## config.mk

```make
export PLATFORM = sky130hd
export DESIGN_NAME = vga_plot_scheduler
export DESIGN_NICKNAME = d
export VERILOG_FILES = /design/src/rtl/vga_plot_scheduler.sv
export SDC_FILE = /design/constraint.sdc
export NUM_CORES = 1
export LEC_CHECK = 0
export CORE_MARGIN = 8
export CORE_UTILIZATION = 50
export CTS_CLUSTER_DIAMETER = 30
export DETAILED_ROUTE_END_ITERATION = 8
export PLACE_DENSITY = 0.85
export SYNTH_ARGS = -nofsm -noshare
export SYNTH_HDL_FRONTEND = slang
export SYNTH_SLANG_ARGS = --single-unit
```

## constraint.sdc

```tcl
create_clock -name CLOCK_50 -period 4.45 [get_ports CLOCK_50]
set_input_delay 0.89 -clock CLOCK_50 [delete_from_list [all_inputs] [get_ports CLOCK_50]]
set_output_delay 0.89 -clock CLOCK_50 [all_outputs]
set_load 0.03 [all_outputs]
```

## src/rtl/vga_plot_scheduler.sv

```systemverilog
// Arbitrates the VGA adapter's single pixel-write port between a full-screen
// clear sweeper (highest priority) and two round-robin drawing clients.
module vga_plot_scheduler #(
  parameter int WIDTH  = 160,
  parameter int HEIGHT = 120,
  parameter int XW     = 8,
  parameter int YW     = 7,
  parameter int CW     = 3
) (
  input  logic          CLOCK_50,
  input  logic          reset,
  input  logic          clear_req,
  input  logic [CW-1:0] clear_colour,
  output logic          clear_done,
  input  logic          a_valid,
  input  logic [XW-1:0] a_x,
  input  logic [YW-1:0] a_y,
  input  logic [CW-1:0] a_colour,
  output logic          a_ready,
  input  logic          b_valid,
  input  logic [XW-1:0] b_x,
  input  logic [YW-1:0] b_y,
  input  logic [CW-1:0] b_colour,
  output logic          b_ready,
  output logic [XW-1:0] vga_x,
  output logic [YW-1:0] vga_y,
  output logic [CW-1:0] vga_colour,
  output logic          vga_plot,
  output logic          clip,
  output logic          busy
);

  typedef enum logic {ARB, CLEAR} state_e;

  state_e        state_q, state_d;
  logic          lastB_q, lastB_d;
  logic [CW-1:0] clrColour_q, clrColour_d;
  logic [XW-1:0] xCnt_q, xCnt_d;
  logic [YW-1:0] yCnt_q, yCnt_d;
  logic [XW-1:0] vgaX_q, vgaX_d;
  logic [YW-1:0] vgaY_q, vgaY_d;
  logic [CW-1:0] vgaColour_q, vgaColour_d;
  logic          vgaPlot_q, vgaPlot_d;
  logic          clip_q, clip_d;
  logic          clearDone_q, clearDone_d;
  logic          busy_q, busy_d;

  logic          grantA, grantB;
  logic [XW-1:0] selX;
  logic [YW-1:0] selY;
  logic [CW-1:0] selColour;
  logic          outOfRange;
  logic          lastX, lastY;

  assign lastX = (xCnt_q == XW'(WIDTH - 1));
  assign lastY = (yCnt_q == YW'(HEIGHT - 1));

  // Ready is withheld during reset so a pending client is first granted
  // on the cycle reset is released.
  always_comb begin
    state_d     = state_q;
    lastB_d     = lastB_q;
    clrColour_d = clrColour_q;
    xCnt_d      = xCnt_q;
    yCnt_d      = yCnt_q;
    vgaX_d      = vgaX_q;
    vgaY_d      = vgaY_q;
    vgaColour_d = vgaColour_q;
    vgaPlot_d   = 1'b0;
    clip_d      = 1'b0;
    clearDone_d = 1'b0;
    grantA      = 1'b0;
    grantB      = 1'b0;
    selX        = a_x;
    selY        = a_y;
    selColour   = a_colour;
    outOfRange  = 1'b0;

    case (state_q)
      ARB: begin
        if (clear_req) begin
          state_d     = CLEAR;
          clrColour_d = clear_colour;
          xCnt_d      = '0;
          yCnt_d      = '0;
        end else if (!reset) begin
          grantA = a_valid && (!b_valid || lastB_q);
          grantB = b_valid && !grantA;
          if (a_valid && b_valid) lastB_d = grantB;
          if (grantB) begin
            selX      = b_x;
            selY      = b_y;
            selColour = b_colour;
          end
          outOfRange = (int'(selX) >= WIDTH) || (int'(selY) >= HEIGHT);
          if (grantA || grantB) begin
            if (outOfRange) begin
              clip_d = 1'b1;
            end else begin
              vgaX_d      = selX;
              vgaY_d      = selY;
              vgaColour_d = selColour;
              vgaPlot_d   = 1'b1;
            end
          end
        end
      end
      CLEAR: begin
        vgaX_d      = xCnt_q;
        vgaY_d      = yCnt_q;
        vgaColour_d = clrColour_q;
        vgaPlot_d   = 1'b1;
        if (lastX) begin
          xCnt_d = '0;
          if (lastY) begin
            yCnt_d      = '0;
            state_d     = ARB;
            clearDone_d = 1'b1;
          end else begin
            yCnt_d = yCnt_q + YW'(1);
          end
        end else begin
          xCnt_d = xCnt_q + XW'(1);
        end
      end
    endcase

    // Busy stays up through the cycle the final sweep pixel is displayed.
    busy_d = (state_q == CLEAR) || (state_d == CLEAR);
  end

  always_ff @(posedge CLOCK_50) begin
    if (reset) begin
      state_q     <= ARB;
      lastB_q     <= 1'b1;
      clrColour_q <= '0;
      xCnt_q      <= '0;
      yCnt_q      <= '0;
      vgaX_q      <= '0;
      vgaY_q      <= '0;
      vgaColour_q <= '0;
      vgaPlot_q   <= 1'b0;
      clip_q      <= 1'b0;
      clearDone_q <= 1'b0;
      busy_q      <= 1'b0;
    end else begin
      state_q     <= state_d;
      lastB_q     <= lastB_d;
      clrColour_q <= clrColour_d;
      xCnt_q      <= xCnt_d;
      yCnt_q      <= yCnt_d;
      vgaX_q      <= vgaX_d;
      vgaY_q      <= vgaY_d;
      vgaColour_q <= vgaColour_d;
      vgaPlot_q   <= vgaPlot_d;
      clip_q      <= clip_d;
      clearDone_q <= clearDone_d;
      busy_q      <= busy_d;
    end
  end

  assign a_ready    = grantA;
  assign b_ready    = grantB;
  assign vga_x      = vgaX_q;
  assign vga_y      = vgaY_q;
  assign vga_colour = vgaColour_q;
  assign vga_plot   = vgaPlot_q;
  assign clip       = clip_q;
  assign clear_done = clearDone_q;
  assign busy       = busy_q;

endmodule

```

==> summary.json, run 1 <==
{
  "final_timing": {
    "worst_hold_slack_ns": 0.5184,
    "timing.final.ws_setup_ns": 0.9096,
    "skew_ns": 0.008778,
    "finalSetupViolations": 0,
    "finalWorstPathRequiredPeriod_ns": 3.540
  },
  "detailed_routing": {
    "length_of_routed_wiring_on_met1_mm": 3.073,
    "dr.max_layer_used": "met4",
    "route.vias.total": 2478,
    "drcViolationCount": 0,
    "first_iter_violations": 239
  },
  "pwr": {
    "pg_clk_uw": 306
  },
  "clocking": {
    "cts.sink_count": 42,
    "cts-buffers-inserted": 5,
    "ctsHoldBuffers": 0,
    "cts-resized-gates": 0,
    "cts.repair_timing.setup_buffer_count": 0,
    "clkSlewWorstSetupHoldPaths_ns": 0.09,
    "cts.htree.levels": 2,
    "cts_buffer_depth": 2
  },
  "finish": {
    "count_of_multi_input_gates": 217,
    "nets": 388,
    "layout.non_clock_buffers": 71,
    "largest_area_class_layout": "logic gates",
    "antenna-diode-count": 0
  },
  "global_route": {
    "gr-usage-met2_pct": 32.36,
    "grt_overflow_total": 0
  },
  "placement": {
    "detailed_place.area_sq_um": 3146,
    "placement.io_buffers": 67
  },
  "outcome": {
    "run_status": "finished, final reports clean"
  },
  "yosys": {
    "post-synth-top-area-fraction_pct": 34.01,
    "yosys.area_share.aoi_pct": 23.79,
    "synthesis.nets": 332,
    "ys_cells": 286
  },
  "worst_hold_path": {
    "hold_path_startpoint": "clrColour_q[1]$_SDFFE_PP0P_",
    "hp-class": "reg2reg"
  },
  "critical_path": {
    "setup.worst_path.class": "in2out",
    "slowest_stage": "sky130_fd_sc_hd__clkdlybuf4s50_1"
  },
  "die": {
    "fp_util_pct": 52.00,
    "die_h_microns": 86.32
  }
}
==> run_1/class_map.png <==
The bar under the picture is 20 microns long. Fill, decap, tap and diode cells in gray.
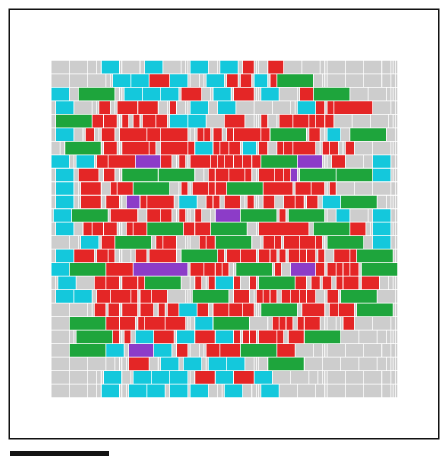
[clock drivers and dummy loads] purple | cells: 8
[registers] green | cells: 42
[remaining logic cells] red | cells: 222
[remaining buffers and delay cells] cyan | cells: 71

==> run_1/m1.png <==
Supply wires on this layer in gray.
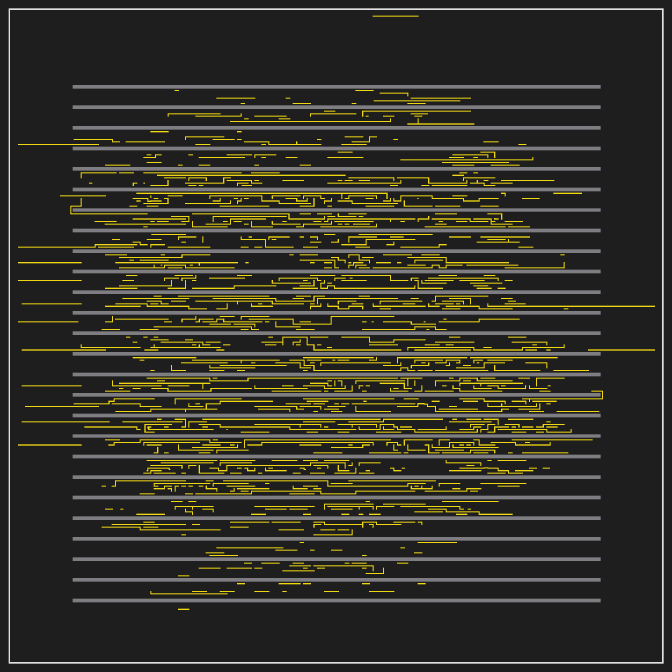
share of all routed wire: 42%
longest straight run: 33.1 microns
wire length on this layer: 3070 microns
main direction: horizontal

==> run_1/placed.png <==
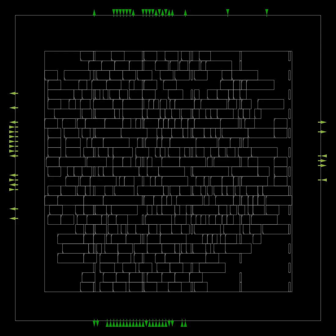
utilization after layout: 68.47%
fraction of area in registers: 25.83%
layout filler cell count: 390
standard-cell rows: 25
Placeable Area: 4755 sq um

==> run 1 -> run 2 <==
--- a/config.mk
+++ b/config.mk
@@ -6,10 +6,10 @@
 export NUM_CORES = 1
 export LEC_CHECK = 0
 export CORE_MARGIN = 8
-export CORE_UTILIZATION = 50
+export CORE_UTILIZATION = 44
 export CTS_CLUSTER_DIAMETER = 30
 export DETAILED_ROUTE_END_ITERATION = 8
-export PLACE_DENSITY = 0.85
+export PLACE_DENSITY = 0.79
 export SYNTH_ARGS = -nofsm -noshare
 export SYNTH_HDL_FRONTEND = slang
 export SYNTH_SLANG_ARGS = --single-unit
==> constraint.sdc (replaced) <==
create_clock -name CLOCK_50 -period 3.1 [get_ports CLOCK_50]
set_input_delay 0.62 -clock CLOCK_50 [delete_from_list [all_inputs] [get_ports CLOCK_50]]
set_output_delay 0.62 -clock CLOCK_50 [all_outputs]
set_load 0.03 [all_outputs]
==> summary.json, run 2 <==
{
  "detailed_routing": {
    "length_of_routed_wiring_on_met1": {"value": 3.257, "unit": "mm", "change": "was 3.073 mm"},
    "first_iter_violations": {"value": 215, "change": "was 239"}
  },
  "finish": {
    "fin_util": {"value": 59.83, "unit": "%", "change": "was 68.47%"},
    "seq_share": {"value": 25.68, "unit": "%", "change": "was 25.83%"},
    "count_of_multi_input_gates": {"value": 217, "change": "unchanged"},
    "layout.non_clock_buffers": {"value": 76, "change": "was 71"},
    "nets": {"value": 393, "change": "was 388"},
    "layout.filler_cells": {"value": 499, "change": "was 390"}
  },
  "placement": {
    "detailed_place.area": {"value": 3184, "unit": "sq um", "change": "was 3146 sq um"}
  },
  "final_timing": {
    "finalSetupViolations": {"value": 0, "change": "unchanged"},
    "timing.final.ws_setup": {"value": 0.6749, "unit": "ns", "change": "was 0.9096 ns"},
    "finalWorstPathRequiredPeriod_ns": 2.425,
    "worst_hold_slack": {"value": 0.4988, "unit": "ns", "change": "was 0.5184 ns"},
    "skew": {"value": 0.009106, "unit": "ns", "change": "was 0.008778 ns"}
  },
  "global_route": {
    "gr-usage-met2": {"value": 28.23, "unit": "%", "change": "was 32.36%"}
  },
  "clocking": {
    "ctsHoldBuffers": {"value": 0, "change": "unchanged"},
    "cts.sink_count": {"value": 42, "change": "unchanged"},
    "cts_buffer_depth": {"value": 2, "change": "unchanged"},
    "cts.htree.levels": {"value": 2, "change": "unchanged"}
  },
  "die": {
    "die_h": {"value": 90.96, "unit": "microns", "change": "was 86.32 microns"},
    "fp_util": {"value": 45.18, "unit": "%", "change": "was 52.00%"},
    "rows": {"value": 27, "change": "was 25"}
  },
  "pwr": {
    "pg_clk": {"value": 354, "unit": "uW", "change": "was 306 uW"}
  },
  "outcome": {
    "run_status": {"value": "finished, final reports clean", "change": "unchanged"}
  },
  "critical_path": {
    "slowest_stage": {"value": "sky130_fd_sc_hd__clkdlybuf4s50_1", "change": "unchanged"},
    "setup.worst_path.class": {"value": "in2out", "change": "unchanged"}
  }
}
==> run_2/m1.png <==
Supply wires on this layer in gray.
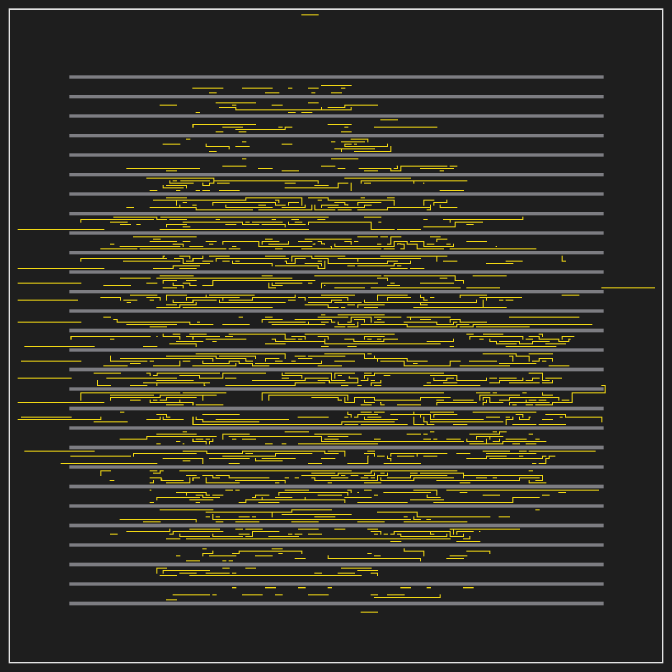
share of all routed wire: 45%
nets with wire on the layer: 363
main direction: horizontal
wire length on this layer: 3260 microns

==> run_2/class_map.png <==
The bar under the picture is 20 microns long. Fill, decap, tap and diode cells in gray.
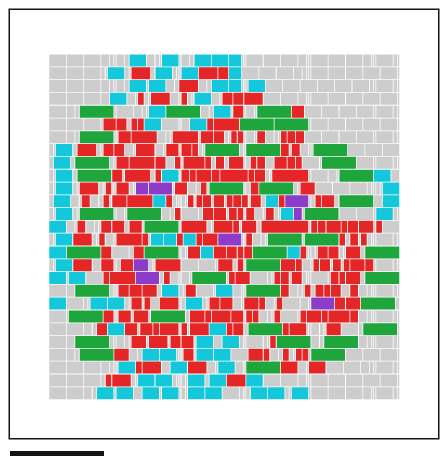
[clock drivers and dummy loads] purple | cells: 8
[remaining buffers and delay cells] cyan | cells: 76
[registers] green | cells: 42
[remaining logic cells] red | cells: 222

==> run 2 -> run 3 <==
--- a/config.mk
+++ b/config.mk
@@ -6,10 +6,10 @@
 export NUM_CORES = 1
 export LEC_CHECK = 0
 export CORE_MARGIN = 8
-export CORE_UTILIZATION = 44
+export CORE_UTILIZATION = 48
 export CTS_CLUSTER_DIAMETER = 30
 export DETAILED_ROUTE_END_ITERATION = 8
-export PLACE_DENSITY = 0.79
+export PLACE_DENSITY = 0.82
 export SYNTH_ARGS = -nofsm -noshare
 export SYNTH_HDL_FRONTEND = slang
 export SYNTH_SLANG_ARGS = --single-unit
==> constraint.sdc (replaced) <==
create_clock -name CLOCK_50 -period 2.25 [get_ports CLOCK_50]
set_input_delay 0.45 -clock CLOCK_50 [delete_from_list [all_inputs] [get_ports CLOCK_50]]
set_output_delay 0.45 -clock CLOCK_50 [all_outputs]
set_load 0.03 [all_outputs]
==> summary.json, run 3 <==
{
  "final_timing": {
    "finalWorstPathRequiredPeriod_ns": 2.160,
    "timing.final.ws_setup": {"value": 0.08959, "unit": "ns", "change": "was 0.6749 ns"},
    "skew": {"value": 0.007584, "unit": "ns", "change": "was 0.009106 ns"},
    "finalSetupViolations": {"value": 0, "change": "unchanged"}
  },
  "yosys": {
    "ys_cells": {"value": 286, "change": "unchanged"},
    "yosys.area_share.aoi": {"value": 23.79, "unit": "%", "change": "unchanged"}
  },
  "finish": {
    "seq_share": {"value": 25.08, "unit": "%", "change": "was 25.68%"},
    "layout.non_clock_buffers": {"value": 86, "change": "was 76"},
    "count_of_multi_input_gates": {"value": 217, "change": "unchanged"}
  },
  "clocking": {
    "cts.sink_count": {"value": 42, "change": "unchanged"},
    "ctsHoldBuffers": {"value": 0, "change": "unchanged"}
  },
  "placement": {
    "detailed_place.area": {"value": 3269, "unit": "sq um", "change": "was 3184 sq um"},
    "placement.io_buffers": {"value": 67, "change": "unchanged"}
  },
  "global_route": {
    "grt_overflow_total": {"value": 0, "change": "unchanged"},
    "gr-usage-met2": {"value": 30.98, "unit": "%", "change": "was 28.23%"}
  },
  "die": {
    "die_h": {"value": 87.77, "unit": "microns", "change": "was 90.96 microns"},
    "fp_util": {"value": 49.03, "unit": "%", "change": "was 45.18%"}
  },
  "detailed_routing": {
    "first_iter_violations": {"value": 205, "change": "was 215"},
    "drcViolationCount": {"value": 0, "change": "unchanged"},
    "dr.max_layer_used": {"value": "met4", "change": "unchanged"}
  },
  "worst_hold_path": {
    "hold_path_startpoint": {"value": "yCnt_q[6]$_SDFFE_PP0P_", "change": "unchanged"}
  },
  "pwr": {
    "pg_clk": {"value": 491, "unit": "uW", "change": "was 354 uW"}
  },
  "outcome": {
    "run_status": {"value": "finished, final reports clean", "change": "unchanged"}
  }
}
==> run_3/placed.png <==
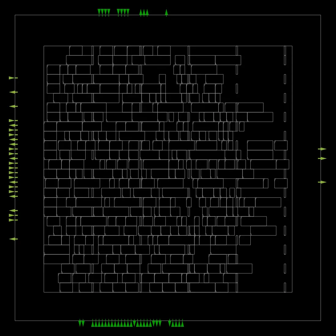
Placeable Area: 5042 sq um
seq_cells: 42
layout filler cell count: 403
Finished Layout Cells: 426
standard-cell rows: 26

==> run_3/route_heat.png <==
The die is cut into 18 by 18 equal tiles; black is low, pale yellow is high, scaled to the fullest tile. Values are wire area over tile area, all layers added.
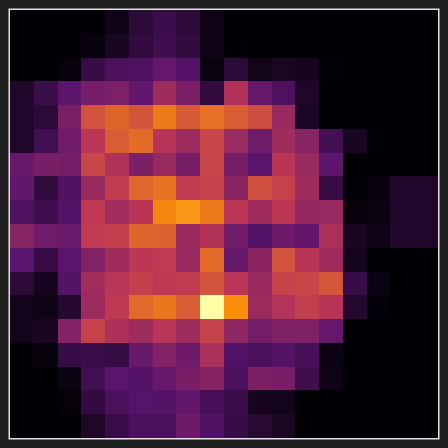
fullest tile: 0.65
mean over tiles: 0.15
nearly empty tiles: 28%
densest ninth of the die: middle


==> screenshots <==
Routed metal, one color a layer.
(a)
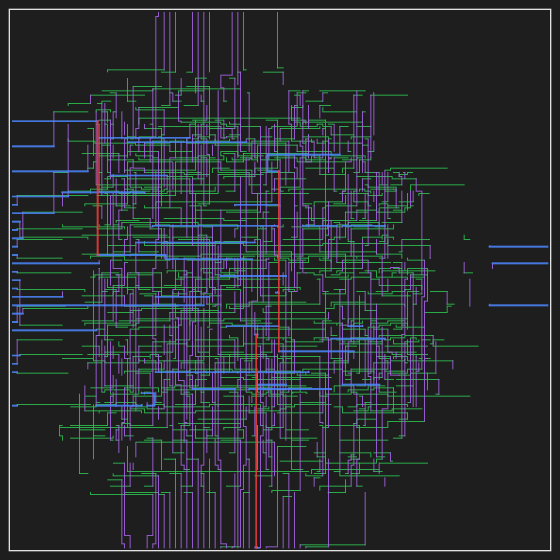
(b)
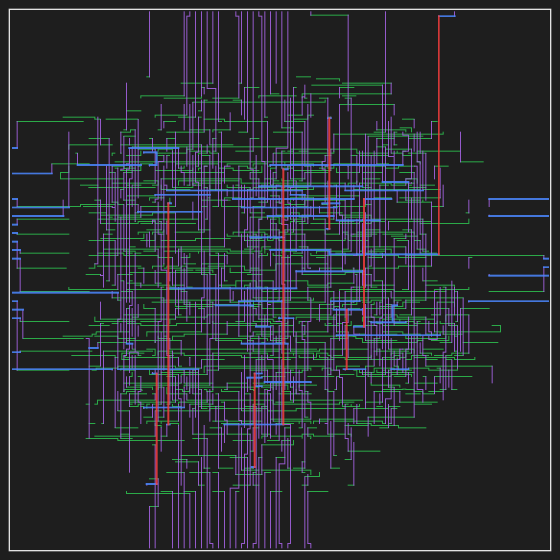
(c)
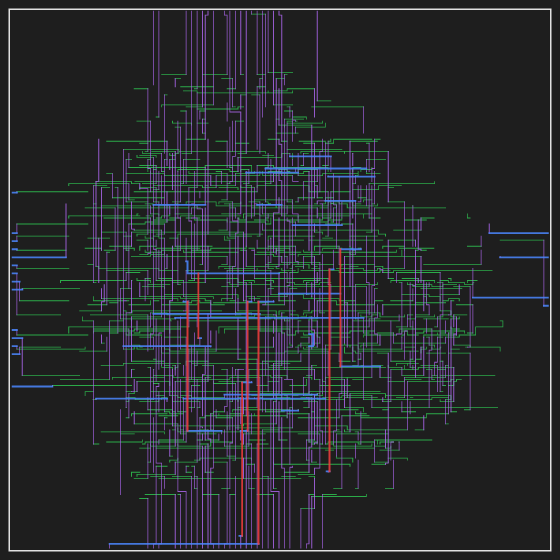
| from | picture |
|---|---|
| run 1 | (b) |
| run 2 | (c) |
| run 3 | (a) |

Key to (c):
[M1] green | wire length: 3260 microns
[M3] blue | wire length: 324 microns
[M2] purple | wire length: 3520 microns
[M4] red | wire length: 175 microns

Power figures rest on the tool's default switching activity, not on a simulated workload.
